## src/rtl/prime_uart_tx.sv

```systemverilog
// prime_uart_tx: converts one unsigned binary number per handshake to decimal
// ASCII (double dabble) and sends it as 8N1 UART frames followed by CR LF.
module prime_uart_tx #(
    parameter int WIDTH        = 16,
    parameter int DIGITS       = 5,
    parameter int CLKS_PER_BIT = 104
) (
    input  logic             clk,
    input  logic             rst,
    input  logic             in_valid,
    input  logic [WIDTH-1:0] in_data,
    output logic             in_ready,
    output logic             tx,
    output logic [15:0]      sent_count
);

    localparam int BCD_W  = 4 * DIGITS;
    localparam int TMR_W  = (CLKS_PER_BIT > 1) ? $clog2(CLKS_PER_BIT) : 1;
    localparam int CNV_W  = $clog2(WIDTH + 1);
    localparam int BYTE_W = $clog2(DIGITS + 3);
    localparam int DIG_W  = $clog2(DIGITS + 1);

    localparam logic [TMR_W-1:0] TMR_MAX = TMR_W'(CLKS_PER_BIT - 1);

    typedef enum logic [2:0] {IDLE, CONVERT, SCAN, SEND, FINISH} state_t;

    state_t             state, state_nxt;
    logic [BCD_W-1:0]   bcd;
    logic [WIDTH-1:0]   bin;
    logic [CNV_W-1:0]   cnv_cnt;
    logic [TMR_W-1:0]   bit_tmr;
    logic [3:0]         bit_idx;
    logic [BYTE_W-1:0]  byte_idx;
    logic [DIG_W-1:0]   n_digits;
    logic [7:0]         cur_byte;
    logic [7:0]         cur_shift;
    logic               tx_bit;
    logic               last_tick;
    logic               accept;

    // Add 3 to every BCD nibble that is 5 or more, ahead of the left shift.
    function automatic logic [BCD_W-1:0] dabble_adjust(input logic [BCD_W-1:0] b);
        logic [BCD_W-1:0] r;
        r = b;
        for (int i = 0; i < DIGITS; i++) begin
            if (b[4*i +: 4] >= 4'd5) r[4*i +: 4] = b[4*i +: 4] + 4'd3;
        end
        return r;
    endfunction

    // Number of digits to print: position of the top nonzero digit, at least one.
    function automatic logic [DIG_W-1:0] msd_count(input logic [BCD_W-1:0] b);
        logic [DIG_W-1:0] n;
        n = DIG_W'(1);
        for (int i = 1; i < DIGITS; i++) begin
            if (b[4*i +: 4] != 4'd0) n = DIG_W'(i + 1);
        end
        return n;
    endfunction

    assign accept    = in_valid && in_ready;
    assign last_tick = (bit_tmr == TMR_MAX) && (bit_idx == 4'd9) &&
                       (byte_idx == BYTE_W'(n_digits) + BYTE_W'(1));

    // Select the byte being framed: digits MS first, then CR, then LF.
    always_comb begin
        cur_byte = 8'h0A;
        if (byte_idx == BYTE_W'(n_digits)) cur_byte = 8'h0D;
        for (int i = 0; i < DIGITS; i++) begin
            if (int'(byte_idx) + i + 1 == int'(n_digits)) cur_byte = {4'h3, bcd[4*i +: 4]};
        end
    end

    // Frame bit for the current bit index: start 0, data LSB first, stop 1.
    always_comb begin
        cur_shift = cur_byte >> (bit_idx - 4'd1);
        if (bit_idx == 4'd0)      tx_bit = 1'b0;
        else if (bit_idx == 4'd9) tx_bit = 1'b1;
        else                      tx_bit = cur_shift[0];
    end

    // Next-state logic for the accept / convert / scan / send sequence.
    always_comb begin
        state_nxt = state;
        case (state)
            IDLE:    if (accept) state_nxt = CONVERT;
            CONVERT: if (cnv_cnt == CNV_W'(WIDTH - 1)) state_nxt = SCAN;
            SCAN:    state_nxt = SEND;
            SEND:    if (last_tick) state_nxt = FINISH;
            FINISH:  state_nxt = IDLE;
            default: state_nxt = IDLE;
        endcase
    end

    // Control registers: state, handshake, registered tx line and completion count.
    always_ff @(posedge clk) begin
        if (rst) begin
            state      <= IDLE;
            in_ready   <= 1'b0;
            tx         <= 1'b1;
            sent_count <= 16'd0;
        end else begin
            state    <= state_nxt;
            in_ready <= (state_nxt == IDLE);
            tx       <= (state == SEND) ? tx_bit : 1'b1;
            if (state == FINISH) sent_count <= sent_count + 16'd1;
        end
    end

    // Datapath: capture, double-dabble shifting, digit count and bit/byte timing.
    always_ff @(posedge clk) begin
        case (state)
            IDLE: begin
                if (accept) begin
                    bin      <= in_data;
                    bcd      <= '0;
                    cnv_cnt  <= '0;
                    byte_idx <= '0;
                end
            end
            CONVERT: begin
                {bcd, bin} <= {dabble_adjust(bcd), bin} << 1;
                cnv_cnt    <= cnv_cnt + CNV_W'(1);
            end
            SCAN: begin
                n_digits <= msd_count(bcd);
                bit_tmr  <= '0;
                bit_idx  <= '0;
                byte_idx <= '0;
            end
            SEND: begin
                if (bit_tmr == TMR_MAX) begin
                    bit_tmr <= '0;
                    if (bit_idx == 4'd9) begin
                        bit_idx  <= '0;
                        byte_idx <= byte_idx + BYTE_W'(1);
                    end else begin
                        bit_idx <= bit_idx + 4'd1;
                    end
                end else begin
                    bit_tmr <= bit_tmr + TMR_W'(1);
                end
            end
            default: ;
        endcase
    end

endmodule

```

## config.mk

```make
export PLATFORM = sky130hd
export DESIGN_NAME = prime_uart_tx
export DESIGN_NICKNAME = d
export VERILOG_FILES = /design/src/rtl/prime_uart_tx.sv
export SDC_FILE = /design/constraint.sdc
export NUM_CORES = 1
export LEC_CHECK = 0
export CORE_ASPECT_RATIO = 1.5
export CORE_MARGIN = 8
export CORE_UTILIZATION = 50
export DETAILED_ROUTE_END_ITERATION = 8
export PLACE_DENSITY = 0.7
export SLEW_MARGIN = 10
export SYNTH_ARGS = -nofsm -noshare
export SYNTH_HDL_FRONTEND = slang
export SYNTH_SLANG_ARGS = --single-unit
```

## constraint.sdc

```tcl
create_clock -name clk -period 9.5 [get_ports clk]
set_input_delay 2.85 -clock clk [delete_from_list [all_inputs] [get_ports clk]]
set_output_delay 2.85 -clock clk [all_outputs]
set_load 0.05 [all_outputs]
```

### Routing congestion map, run 1

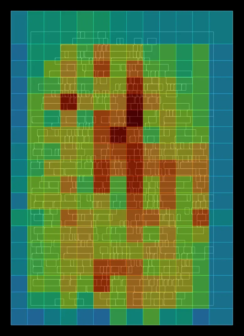
fraction of met2 tracks used by global routing: 26.1%
Tot GR Track Use: 15.0%
GR Util met1: 16.6%
busiest layer in global routing: met2

### Cell density map, run 1

Bar = 20 um. The die is cut into 9 by 13 equal tiles; black is low, pale yellow is high, 0 to 100% covered.
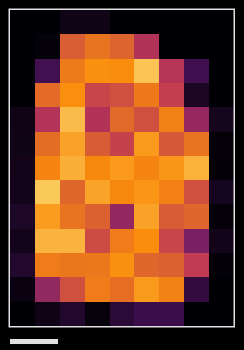
- nearly empty tiles: 21%
- mean over tiles: 41%
- densest ninth of the die: middle
Placeable Area: 0.00872 mm^2
final design utilization: 59.3%
Init Core Util: 50.6%

==> Changelog: implementation, run 1 <==
### Changed

- Status: finished clean
- Met2 wire len: 4420 um
- Topmost layer with routed signal wires: met4
- Post-CTS sizing: 0
- Proportion of register bits with asynchronous set or reset after synthesis: 0%
- Fraction of final layout cells sized beyond drive strength 1: ~9%
- Sum of overflow across all layers after global routing: 0
- Root cell of the clock tree: clkbuf_16
- Number of buffers on the longest clock path: 2
- Total clock sinks: about 79
- Total number of vias: roughly 3200
- Setup crit start kind: register
- Slew HR: ~48%
- Worst hold path type: register to register
- Number of input and output port buffers inserted: 36
- Antenna diode count: 0
- Setup bufs post-CTS: 0
- Crit path buffers/inverters: 1
- Synth area leader: edfxtp_1
- Setup tns final: 0 ns
- Crit Path Max Fanout: 7
- # Max-Cap Violations: 0
- Yosys warnings: 0
- Vias per inst: about 5.5
- Instance tally after logic synthesis: about 430
- Top Ports: 37
- DR DRC count: 0
- Wire length after detailed routing: 8510 um
- Crit path cell chain: clkdlybuf4s50_1
- H-tree levels: 3
- Clock latency reported for the late side of the worst-skew pair: 0.34 ns
- Power per standard cell area: 164 mW/mm^2
- Dominant combinational cell family by area after synthesis: simple AND/OR/NAND/NOR gates
- Post-layout instance area: just over 0.005 mm^2
- Distinct cell type count of the synthesized netlist: 56
- Placement Cell Area: around 0.005 mm^2
- Post-synth EDFFs: 58
- XOR/XNOR share of the synthesized area: under 10%
- Number of max-slew violations in the final report: 0
- Site row count: between 40 and 50
- Mux cell area share: approximately 4.3%
- Count of endpoints failing setup in the final report: 0
- Register share after synthesis: between 40% and 50%
- Routed Antenna Nets: 0
- Synthesized netlist net count: around 470
- Relative area change from synthesis to final layout: 17.2%
- Worst-margin pin slew: roughly 0.78 ns
- Synthesized-area fraction occupied by ao, oa, aoi and oai cells: a little over a tenth
- Overall chip area: around 0.012 mm^2
- Yosys synthesis chip area: about 0.0044 mm^2
- Detailed-route wire length on metal 1: around 3600 um
- Hold Fails Final Rpt: 0
- Cell count in the Yosys report: ~430
- Path type of the worst setup path: register to output port
- Post-synthesis register bit count: roughly 79
- Static power due to leakage: 1.87 nW
- Drt initial violations: 190
- Largest net degree at the start of global routing: between 40 and 50
- Main synth FF type: edfxtp_1
- Proportion of netlist area held by the largest area contributor: between 30% and 40%
- Final GP Congestion: 0.838
- Fraction of the cycle the final worst path needs: 47.4%
- Number of buffers inserted for hold repair after clock tree synthesis: 0
- Post-CTS clock slew at the launch and capture registers of the worst setup and hold paths: about 0.060 ns
- Cell type of the slowest stage on the worst timing path: clkdlybuf4s50_1
- Post-synthesis instance area: 0.00441 mm^2
- Clock skew: 0.00922 ns
- Met3 wire len: between 200 and 300 um
- Unrepaired setup endpoints after global routing: false
- CTS tree: done
- Initial antenna violation count: 0
- Simple-Gate Area Share: between 10% and 20%
- TritonCTS buffer count: 9
### Supply network, run 1

Bar = 20 um. Pins as bars on the die edge.
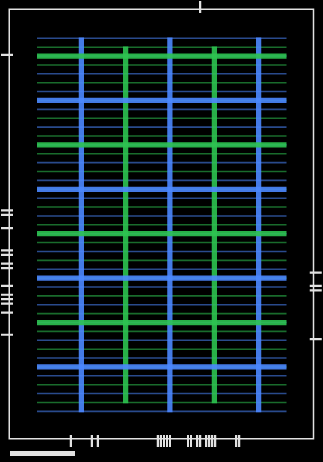
- VSS: blue
- VDD: green
- rows: 42
- met5 straps: 8
die outline height: 131 um
DIE WIDTH: 92.7 um
worst ir drop on vdd: 0.152 mV

## run 1: flip-flops by register name (all words and copies together) (netlist names)
| register | flops |
|---|---|
| cnv_cnt | 5 |
| bit_idx | 4 |
| bit_tmr | 7 |
| byte_idx | 3 |
| in_ready | 1 |
| state | 3 |
| n_digits | 3 |
| bin | 16 |
| bcd | 20 |
| sent_count | 16 |
| tx | 1 |
## run 1: Yosys cell counts, types with 2 or more instances
library cell	instances
xor2_1	18
or3_1	5
nand2b_1	10
inv_1	21
o21ai_0	18
mux2_2	15
nand3_1	13
a211oi_1	2
and2_1	5
a21oi_1	28
a41oi_1	2
and3_1	9
dfxtp_1	21
xnor2_1	22
a31oi_1	4
and4_1	2
nor3_1	7
clkbuf_1	9
nor2_1	61
nand2_1	27
edfxtp_1	58
nand4_1	6
nor3b_1	5
ha_1	24
or2_2	2
mux2i_1	2
## run 1: path summary, 6_finish.rpt
kind | slack, ns | cells past startpoint | endpoint | start
worst max-delay path | 5.00 | 1 | sent_count[3] | sent_count[3]$_SDFFE_PP0N_
worst min-delay path | 0.51 | 2 | sent_count[11]$_SDFFE_PP0N_ | sent_count[11]$_SDFFE_PP0N_
worst max register to register | 6.56 | 9 | tx$_SDFF_PP1_ | byte_idx[0]$_SDFFCE_PP0P_
worst min register to register | 0.51 | 2 | sent_count[11]$_SDFFE_PP0N_ | sent_count[11]$_SDFFE_PP0N_
## run 1: final cells by class
class,instances,area [um^2]
clock buffer,10,229
fill,792,3550
sequential,79,2160
clock inverter,6,67.6
tap,110,138
multi-input combinational,313,2120
timing repair buffer,38,375
inverter,21,78.8
## run 1: metrics by stage
step                      total power [mW]  util [%]  cells  hold WS [ns]  worst slack (ns)
after floorplan                      0.484         -    426         0.478              3.01
after global placement               0.507      55.9    561         0.489              5.02
after detailed placement             0.510      55.9    561         0.500              5.02
after CTS                            0.855      59.3    577         0.509              4.98
after global routing                 0.882      59.3    577         0.548              4.96
final                                0.846      59.3    577         0.512              5.00
## run 1: where the power goes
group	internal [mW]	total (mW)	leakage (nW)	switching (mW)
registers	0.395	0.411	0.717	0.0155
logic	0.0411	0.0920	1.01	0.0510
clock network	0.205	0.344	0.141	0.139
## run 1: cells in the final DEF, fill, tap and decap left out, drive strengths merged, types with 5 or more instances in the layout
master         synthesis  final
edfxtp                58     58
nand4                  6      6
nand2b                10     10
nand2                 27     27
nor2                  62     62
a21oi                 28     28
ha                    24     24
mux2                  15     15
xnor2                 23     23
o21ai                 18     18
inv                   21     23
nor3b                  5      5
or3                    5      5
and3                   9      9
dfxtp                 21     21
nor3                   7      7
clkbuf                10     10
nand3                 13     13
and2                   5      5
xor2                  18     18
clkdlybuf4s50          0     36
## run 1: metal layers
| metal | GRT usage, % | vias to the layer above |
|---|---|---|
| li1 | - | 1591 |
| met1 | 16.6 | 1505 |
| met2 | 26.1 | 41 |
| met3 | 4.16 | 16 |
| met4 | 7.14 | 0 |
| met5 | 0 | - |
### Port wiring, run 1

Bar = 20 um.
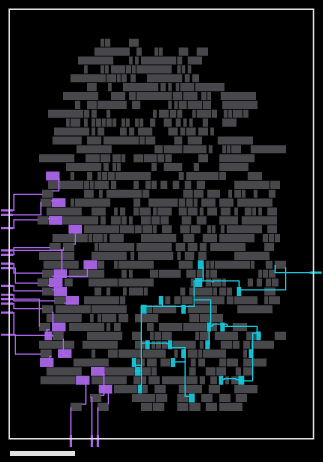

--- run 2 (diff from run 1) ---
==> constraint.sdc (replaced) <==
create_clock -name clk -period 4.2 [get_ports clk]
set_input_delay 1.26 -clock clk [delete_from_list [all_inputs] [get_ports clk]]
set_output_delay 1.26 -clock clk [all_outputs]
set_load 0.05 [all_outputs]
### Port wiring, run 2

Bar = 20 um.
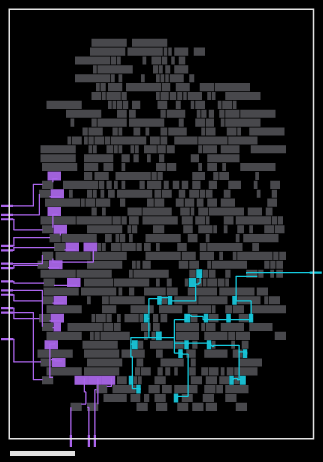
- rst: cyan (bits 1; direction input; end cells 21; buffers 1; wire 213 um)
- in_data: purple (bits 16; direction input; end cells 16; buffers 16; wire 314 um)
Top Ports: 37
number of input and output port buffers inserted: 36

### Cell density map, run 2

Bar = 20 um. The die is cut into 9 by 13 equal tiles; black is low, pale yellow is high, 0 to 100% covered.
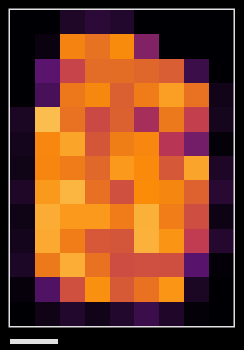
- densest ninth of the die: middle
- tiles over 75% full: 14%
- fullest tile: 86%
- mean over tiles: 42%
final design utilization: 59.6%

==> run 2 against run 1 <==
Against the previous run:
- via count fell by 0.29%
- clock skew is 0.0040 ns lower
- sequential share of layout area is 0.20 points lower
- power grew 130%
- worst setup slack worse by 3.8 ns
- final cell count stayed put
- global-route usage increased by 0.12 points
- sequential power rose by 130%
- flip-flop count did not move
- largest power group unchanged
==> Changelog: implementation, run 2 <==
### Changed

- Status: finished clean
- DIE WIDTH: a little over 90 um
- Wire length of the first global-routing pass: approximately 15000 um
- Init Core Util: 50.6%
- TritonCTS buffer count: 9
- Hold Fails Final Rpt: 0
- Number of buffers on the longest clock path: 2
- Overall chip area: 0.0121 mm^2
- Wire length after detailed routing: 8570 um
- Adder share: under 10%
- Number of nets in the layout: a little over 500
- Largest net degree at the start of global routing: ~42
- Largest registers: bcd x20, bin x16, sent_count x16
- Worst hold path type: register to register
- Proportion of netlist area held by the largest area contributor: approximately 39%
- Post-synthesis instance area: ~0.0044 mm^2
- Yosys synthesis chip area: around 0.0044 mm^2
- Busiest layer in global routing: met2
- Relative area change from synthesis to final layout: 17.8%
- Post-CTS sizing: 0
- Static power due to leakage: between 1.5 and 2 nW
- Register share after synthesis: between 40% and 50%
- Cell types with the largest area share after synthesis: edfxtp_1 39%, dfxtp_1 9.5%, ha_1 6.8%
- XOR/XNOR share of the synthesized area: ~8.3%
- Count of endpoints failing setup in the final report: 0
- Setup crit start kind: register
- Critical path origin: byte_idx[0]$_SDFFCE_PP0P_
- Total clock sinks: between 70 and 80
- Fraction of the cycle the final worst path needs: 70.7%
- Simple-Gate Area Share: 17.7%
- Startpoint of the lowest-slack register-to-register path: byte_idx[0]$_SDFFCE_PP0P_
- Power per standard cell area: between 300 and 400 mW/mm^2
- Worst-margin pin slew: 0.803 ns
- Crit Path Max Fanout: 10
- Final GP Congestion: a little over 0.8
- Post-CTS clock slew at the launch and capture registers of the worst setup and hold paths: around 0.060 ns
- DP HPWL: roughly 6300 um
- Main synth FF type: edfxtp_1
- Setup tns final: 0 ns
- H-tree levels: 3
- Mux cell area share: 4.28%
- Data required time of the critical path: ~4.4 ns
- Synth area leader: edfxtp_1
- Synthesized-area fraction occupied by ao, oa, aoi and oai cells: 10.7%
- Setup bufs post-CTS: 0
- Leading cell type in the layout, fill and taps excluded: nor2_1
- Arrival time worst endpoint: approximately 3.2 ns
- Routed Antenna Nets: 0
- Maximum clock frequency: 337 MHz
- Number of buffers inserted for hold repair after clock tree synthesis: 0
- Fraction of met2 tracks used by global routing: between 20% and 30%
- Number of global-route vias before repair: roughly 3200
- Vias per inst: about 5.4
- Mean routed wirelength per cell: between 10 and 15 um
- Worst hold start: sent_count[11]$_SDFFE_PP0N_
- Yosys warnings: 0
- CTS tree: done
- PnR Total Power: around 2 mW
- Tot GR Track Use: about 15%
- Number of filler instances in the final layout: around 800
- Sum of overflow across all layers after global routing: 0
- Clock skew: between 0.005 and 0.006 ns
- Synthesized netlist net count: 469
- Root cell of the clock tree: clkbuf_16
- Cell count in the Yosys report: 426
- Worst ir drop on vdd: ~0.34 mV
- Proportion of register bits with asynchronous set or reset after synthesis: 0%
- Placeable Area: 0.00872 mm^2
- DR DRC count: 0
- Drt initial violations: approximately 190
- Slew HR: between 40 and 50%
- Warning total across the stage logs: 37
- Fraction of final layout cells sized beyond drive strength 1: under 10%
- Number of detailed-route iterations in the first pass: 4
- Mean area per synthesized cell: 10.4 um^2
- Type of element capturing the critical path: register
- Post-synthesis register bit count: between 70 and 80
- Clock latency reported for the late side of the worst-skew pair: around 0.33 ns
- Unrepaired setup endpoints after global routing: false
- Antenna diode count: 0
- GR Util met1: between 10% and 20%
- # Max-Cap Violations: 0
- Most frequent cell after synthesis: nor2_1
- Register with the most flip-flops: bcd
- Die outline height: 131 um
- Number of flip-flops in the largest register: 20
- Initial antenna violation count: 0
- Distinct cell type count of the synthesized netlist: between 50 and 60
- Shortest clock period the worst path allows after layout: ~3.0 ns
- Total number of vias: approximately 3100
- Dominant combinational cell family by area after synthesis: simple AND/OR/NAND/NOR gates
- Post-synth EDFFs: between 50 and 60
- Routing usage on met3: under 10%
- Path type of the worst setup path: register to register
- Highest-count cells in the layout ignoring fill and taps: 61 x nor2_1, 58 x edfxtp_1, 36 x clkdlybuf4s50_1, 28 x a21oi_1, 27 x nand2_1
- Instance tally after logic synthesis: ~430
- Most numerous cell types in the synthesized netlist: 61 x nor2_1, 58 x edfxtp_1, 28 x a21oi_1
- Number of max-slew violations in the final report: 0
### Cell classes on the final placement, run 2

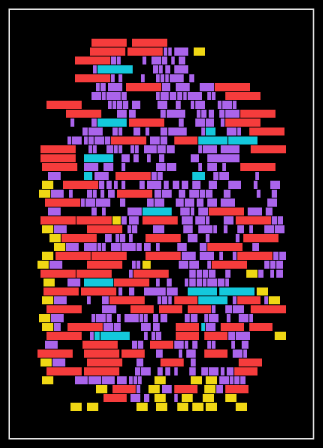
- sequential cells: red (cells 79; share of their area 43%)
- clock drivers and dummy loads: cyan (cells 16; share of their area 6.4%)
- remaining buffers and delay cells: yellow (cells 38; share of their area 7.4%)
- combinational and other logic: purple (cells 334; share of their area 43%)
sequential cell area share: 41.6%
site row count: 42
post-layout instance area: 0.00520 mm^2

-- run 2: final cells by class --
| class | count | area (um^2) | share of cell area [%] |
|---|---|---|---|
| Sequential cell | 79 | 2160 | 41.6 |
| Multi-Input combinational cell | 313 | 2120 | 40.8 |
| Timing Repair Buffer | 38 | 375 | 7.22 |
| Clock buffer | 10 | 229 | 4.41 |
| Tap cell | 110 | 138 | 2.65 |
| Clock inverter | 6 | 92.6 | 1.78 |
| Inverter | 21 | 78.8 | 1.52 |
-- run 2: final timing paths --
kind | to | slack (ns) | depth (start not counted)
setup / recovery | tx$_SDFF_PP1_ | 1.23 | 9
hold / removal | sent_count[11]$_SDFFE_PP0N_ | 0.50 | 2
setup reg to reg | tx$_SDFF_PP1_ | 1.23 | 9
hold reg to reg | sent_count[11]$_SDFFE_PP0N_ | 0.50 | 2
-- run 2: logic make-up after synthesis --
kind of cell	Yosys count
buf+inv	34
xor+xnor	41
mux	17
flops	79
fa+ha+maj	24
simple gates	160
compound gates	71
-- run 2: per-layer routing --
| layer | vias to the layer above | wire length [um] |
|---|---|---|
| met5 | - | 0 |
| met2 | 46 | 4390 |
| met4 | 0 | 179 |
| met3 | 13 | 220 |
| li1 | 1590 | - |
| met1 | 1495 | 3780 |
-- run 2: worst max-delay path, cell delays in order, from the launching register on --
cell and delay, ns:
edfxtp_1 0.54, inv_1 0.11, ha_1 0.37, xnor2_1 0.49, nand4b_1 0.20, a211o_1 0.36
and2_1 0.23, o21a_1 0.20, o41ai_2 0.23, o31ai_1 0.12
-- run 2: power breakdown --
| group | internal [mW] | switching, mW | leakage [nW] |
|---|---|---|---|
| logic | 0.0931 | 0.114 | 1.01 |
| clock network | 0.526 | 0.314 | 0.155 |
| registers | 0.894 | 0.0358 | 0.717 |
-- run 2: through the flow --
step / setup WS, ns / area [um^2] / hold WS, ns / instances
global placement: 1.32 / 4880 / 0.492 / 561
detailed placement: 1.31 / 4880 / 0.494 / 561
global route: 0.918 / 5200 / 0.543 / 577
finish: 1.23 / 5200 / 0.497 / 577
floorplan: 0.380 / 4410 / 0.478 / 426
CTS: 1.29 / 5200 / 0.503 / 577
### Supply network, run 2

Bar = 20 um. Pins as bars on the die edge.
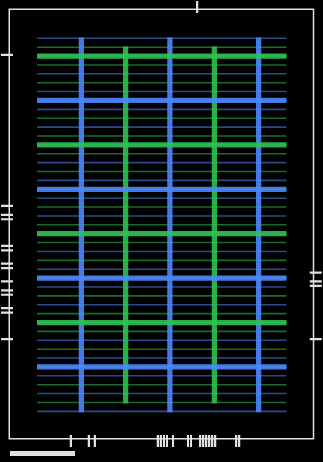

--- run 3 (diff from run 2) ---
==> constraint.sdc (replaced) <==
create_clock -name clk -period 2.97 [get_ports clk]
set_input_delay 0.891 -clock clk [delete_from_list [all_inputs] [get_ports clk]]
set_output_delay 0.891 -clock clk [all_outputs]
set_load 0.05 [all_outputs]
### Supply network, run 3

Bar = 20 um. Pins as bars on the die edge.
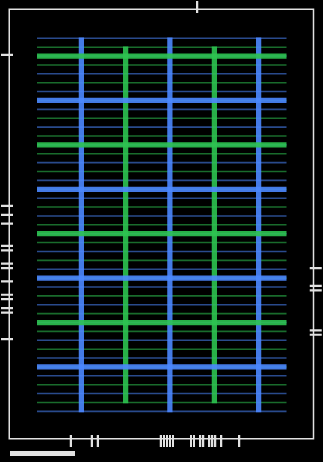
- VSS: blue
- VDD: green
- met5 straps: 8
- signal pins: 37

### Routing congestion map, run 3

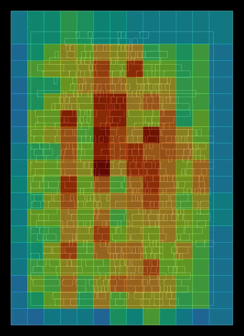
GR Util met1: 17.3%
final design utilization: 60.0%
routing usage on met3: 2.62%
mean routed wirelength per cell: 15.3 um
Tot GR Track Use: 15.8%

==> run 3 against run 2 <==
Against the previous run:
- synthesized area unchanged
- register-to-register slack got worse by 0.87 ns
- final area increased by 0.67%
- power increased by 39%
- die area unchanged
- combinational power increased by 49%
- clock power increased by 35%
- critical path depth unchanged
- largest power group unchanged
==> Changelog: implementation, run 3 <==
### Changed

- Setup bufs post-CTS: 0
- Wire length after detailed routing: between 8000 and 9000 um
- Synthesized netlist net count: 469
- Distinct cell type count of the synthesized netlist: 56
- Register with the most flip-flops: bcd
- Post-CTS clock slew at the launch and capture registers of the worst setup and hold paths: around 0.06 ns
- Post-CTS sizing: 0
- Arrival time worst endpoint: about 2.8 ns
- Number of max-slew violations in the final report: 0
- Switching power of the nets: 684 uW
- Largest registers: bcd x20, bin x16, sent_count x16
- Instance tally after logic synthesis: 426
- Register-to-register setup slack: approximately 0.36 ns
- Wire length of the first global-routing pass: between 15000 and 20000 um
- Main synth FF type: edfxtp_1
- Setup WS pre-CTS: 0.393 ns
- Net Sw Frac: 24.9%
- Largest net degree at the start of global routing: around 42
- Sequential share of power: between 40 and 50%
- DP HPWL: between 6000 and 7000 um
- Yosys synthesis chip area: ~0.0044 mm^2
- Internal power contribution: between 2 and 2.5 mW
- Number of nets in the layout: about 500
- Path type of the worst setup path: register to register
- Antenna diode count: 0
- Type of element capturing the critical path: register
- Number of filler instances in the final layout: around 780
- Warning total across the stage logs: 37
- Status: finished clean
- Mux cell area share: under 10%
- Placed cell count: 566
- Fraction of the cycle the final worst path needs: between 80% and 90%
- Proportion of register bits with asynchronous set or reset after synthesis: 0%
- Total number of vias: 3206
- Number of buffers on the longest clock path: 2
- XOR/XNOR share of the synthesized area: slightly above 8%
- Clock skew: 0.00774 ns
- Yosys warnings: 0
- Final worst hold slack: between 0.5 and 0.6 ns
- Portion of total power attributed to combinational logic: 11.2%
- H-tree levels: 3
- Mean area per synthesized cell: 10.4 um^2
- Die outline height: between 100 and 150 um
- Placeable Area: around 0.0087 mm^2
- Setup crit start kind: register
- Unrepaired setup endpoints after global routing: false
- Simple-Gate Area Share: 17.7%
- Post-Layout Cell Count: about 580
- Initial antenna violation count: 0
- Leading cell type in the layout, fill and taps excluded: nor2_1
- TritonCTS buffer count: 9
- Synth area leader: edfxtp_1
- Maximum clock frequency: approximately 380 MHz
- Init Core Util: about half
- DR DRC count: 0
- Sum of overflow across all layers after global routing: 0
- Most numerous cell types in the synthesized netlist: 61 x nor2_1, 58 x edfxtp_1, 28 x a21oi_1
- Clock latency reported for the late side of the worst-skew pair: around 0.34 ns
- Shortest clock period the worst path allows after layout: between 2 and 3 ns
- Clock group share of total power: around two fifths
- Proportion of netlist area held by the largest area contributor: between 30% and 40%
- Crit Path Max Fanout: 7
- CTS tree: done
- Root cell of the clock tree: clkbuf_16
- Post-synthesis instance area: 0.00441 mm^2
- Number of flip-flops in the largest register: 20
- Number of global-route vias before repair: about 3400
- Drt initial violations: between 100 and 150
- Setup tns final: 0 ns
- DIE WIDTH: 92.7 um
- Total clock sinks: 79
- Synthesized-area fraction occupied by ao, oa, aoi and oai cells: approximately a tenth
- Dominant combinational cell family by area after synthesis: simple AND/OR/NAND/NOR gates
- Worst-margin pin slew: a little over 0.7 ns
- Register share after synthesis: just under 50%
- Worst ir drop on vdd: around 0.4 mV
- Post-synth EDFFs: around 58
- Data required time of the critical path: approximately 3.2 ns
- Number of buffers inserted for hold repair after clock tree synthesis: 0
- Number of input and output port buffers inserted: 36
- Power per standard cell area: approximately 530 mW/mm^2
- Cell count in the Yosys report: 426
- Slew HR: between 50% and 60%
- Count of endpoints failing setup in the final report: 0
- Cell types with the largest area share after synthesis: edfxtp_1 39%, dfxtp_1 9.5%, ha_1 6.8%
- Hold Fails Final Rpt: 0
- Number of detailed-route iterations in the first pass: 4
- Worst hold path type: register to register
- Site row count: ~42
- Fraction of final layout cells sized beyond drive strength 1: 10.4%
- Highest-count cells in the layout ignoring fill and taps: 61 x nor2_1, 58 x edfxtp_1, 36 x clkdlybuf4s50_1, 28 x a21oi_1, 27 x nand2_1
- Overall chip area: ~0.012 mm^2
- Crit path setup slack, layout: around 0.36 ns
- Routed Antenna Nets: 0
- Final GP Congestion: 0.904
- Adder share: 6.80%
- Vias per inst: ~5.5
- Relative area change from synthesis to final layout: 18.6%
- Post-synthesis register bit count: ~79
- Most frequent cell after synthesis: nor2_1
- Static power due to leakage: 1.90 nW
- Top Ports: 37
- # Max-Cap Violations: 0
### Cell classes on the final placement, run 3

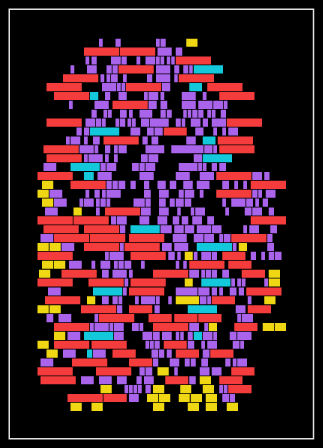
- remaining buffers and delay cells: yellow (cells 43; share of their area 8.3%)
- combinational and other logic: purple (cells 334; share of their area 43%)
- clock drivers and dummy loads: cyan (cells 16; share of their area 6.0%)
- sequential cells: red (cells 79; share of their area 42%)

run 3: power groups by stage:
| stage | registers [mW] | logic (mW) | clock network (mW) |
|---|---|---|---|
| 4_1_cts | 1.31 | 0.312 | 1.14 |
| 3_3_place_gp | 1.33 | 0.300 | 0 |
| 3_5_place_dp | 1.33 | 0.309 | 0 |
| 2_1_floorplan | 1.32 | 0.219 | 0 |
| 5_1_grt | 1.32 | 0.348 | 1.19 |
| 6_report | 1.31 | 0.309 | 1.13 |
run 3: cell type report:
class | instances | area, um^2 | area share, %
clock buffer | 9 | 225 | 4.30
clock inverter | 7 | 81.3 | 1.55
inverter | 21 | 78.8 | 1.51
multi-input combinational | 313 | 2120 | 40.6
sequential | 79 | 2160 | 41.3
tap | 110 | 138 | 2.63
timing repair buffer | 43 | 425 | 8.13
run 3: final timing paths:
path / startpoint / endpoint / cells after the start
setup / recovery: byte_idx[0]$_SDFFCE_PP0P_ / tx$_SDFF_PP1_ / 9
hold / removal: sent_count[11]$_SDFFE_PP0N_ / sent_count[11]$_SDFFE_PP0N_ / 2
hold reg to reg: sent_count[11]$_SDFFE_PP0N_ / sent_count[11]$_SDFFE_PP0N_ / 2
setup reg to reg: byte_idx[0]$_SDFFCE_PP0P_ / tx$_SDFF_PP1_ / 9
run 3: stage by stage:
| step | util, % | instance area, um^2 | total power, mW |
|---|---|---|---|
| detailed placement | 56.5 | 4930 | 1.64 |
| CTS | 60.0 | 5230 | 2.77 |
| floorplan | - | 4420 | 1.54 |
| global route | 60.0 | 5230 | 2.86 |
| global placement | 56.5 | 4930 | 1.63 |
| finish | 60.0 | 5230 | 2.75 |
run 3: routing by layer:
| layer | vias to the layer above | share of wire, % | wire length, um | track usage, % |
|---|---|---|---|---|
| met3 | 18 | 3.1 | 279 | 2.62 |
| li1 | 1595 | - | - | - |
| met2 | 57 | 52 | 4580 | 28.0 |
| met4 | 0 | 2.9 | 261 | 9.62 |
| met1 | 1536 | 42 | 3770 | 17.3 |
| met5 | - | 0 | 0 | 0 |
run 3: cell families after synthesis:
kind of cell,count (synthesis)
adders and majority gates,24
muxes,17
AOI/OAI and AO/OA,71
and+or+nand+nor,160
DFF,79
buffers and inverters,34
xor gates and xnor gates,41
run 3: critical path: stages, from the launching register on:
cell	delay [ns]
edfxtp_1	0.35
inv_1	0.06
ha_1	0.35
xnor2_1	0.45
nand4b_1	0.20
a211o_1	0.35
a21oi_1	0.17
o221ai_1	0.13
a221oi_1	0.33
o31ai_1	0.09
Power is estimated from default activity; no workload was simulated.
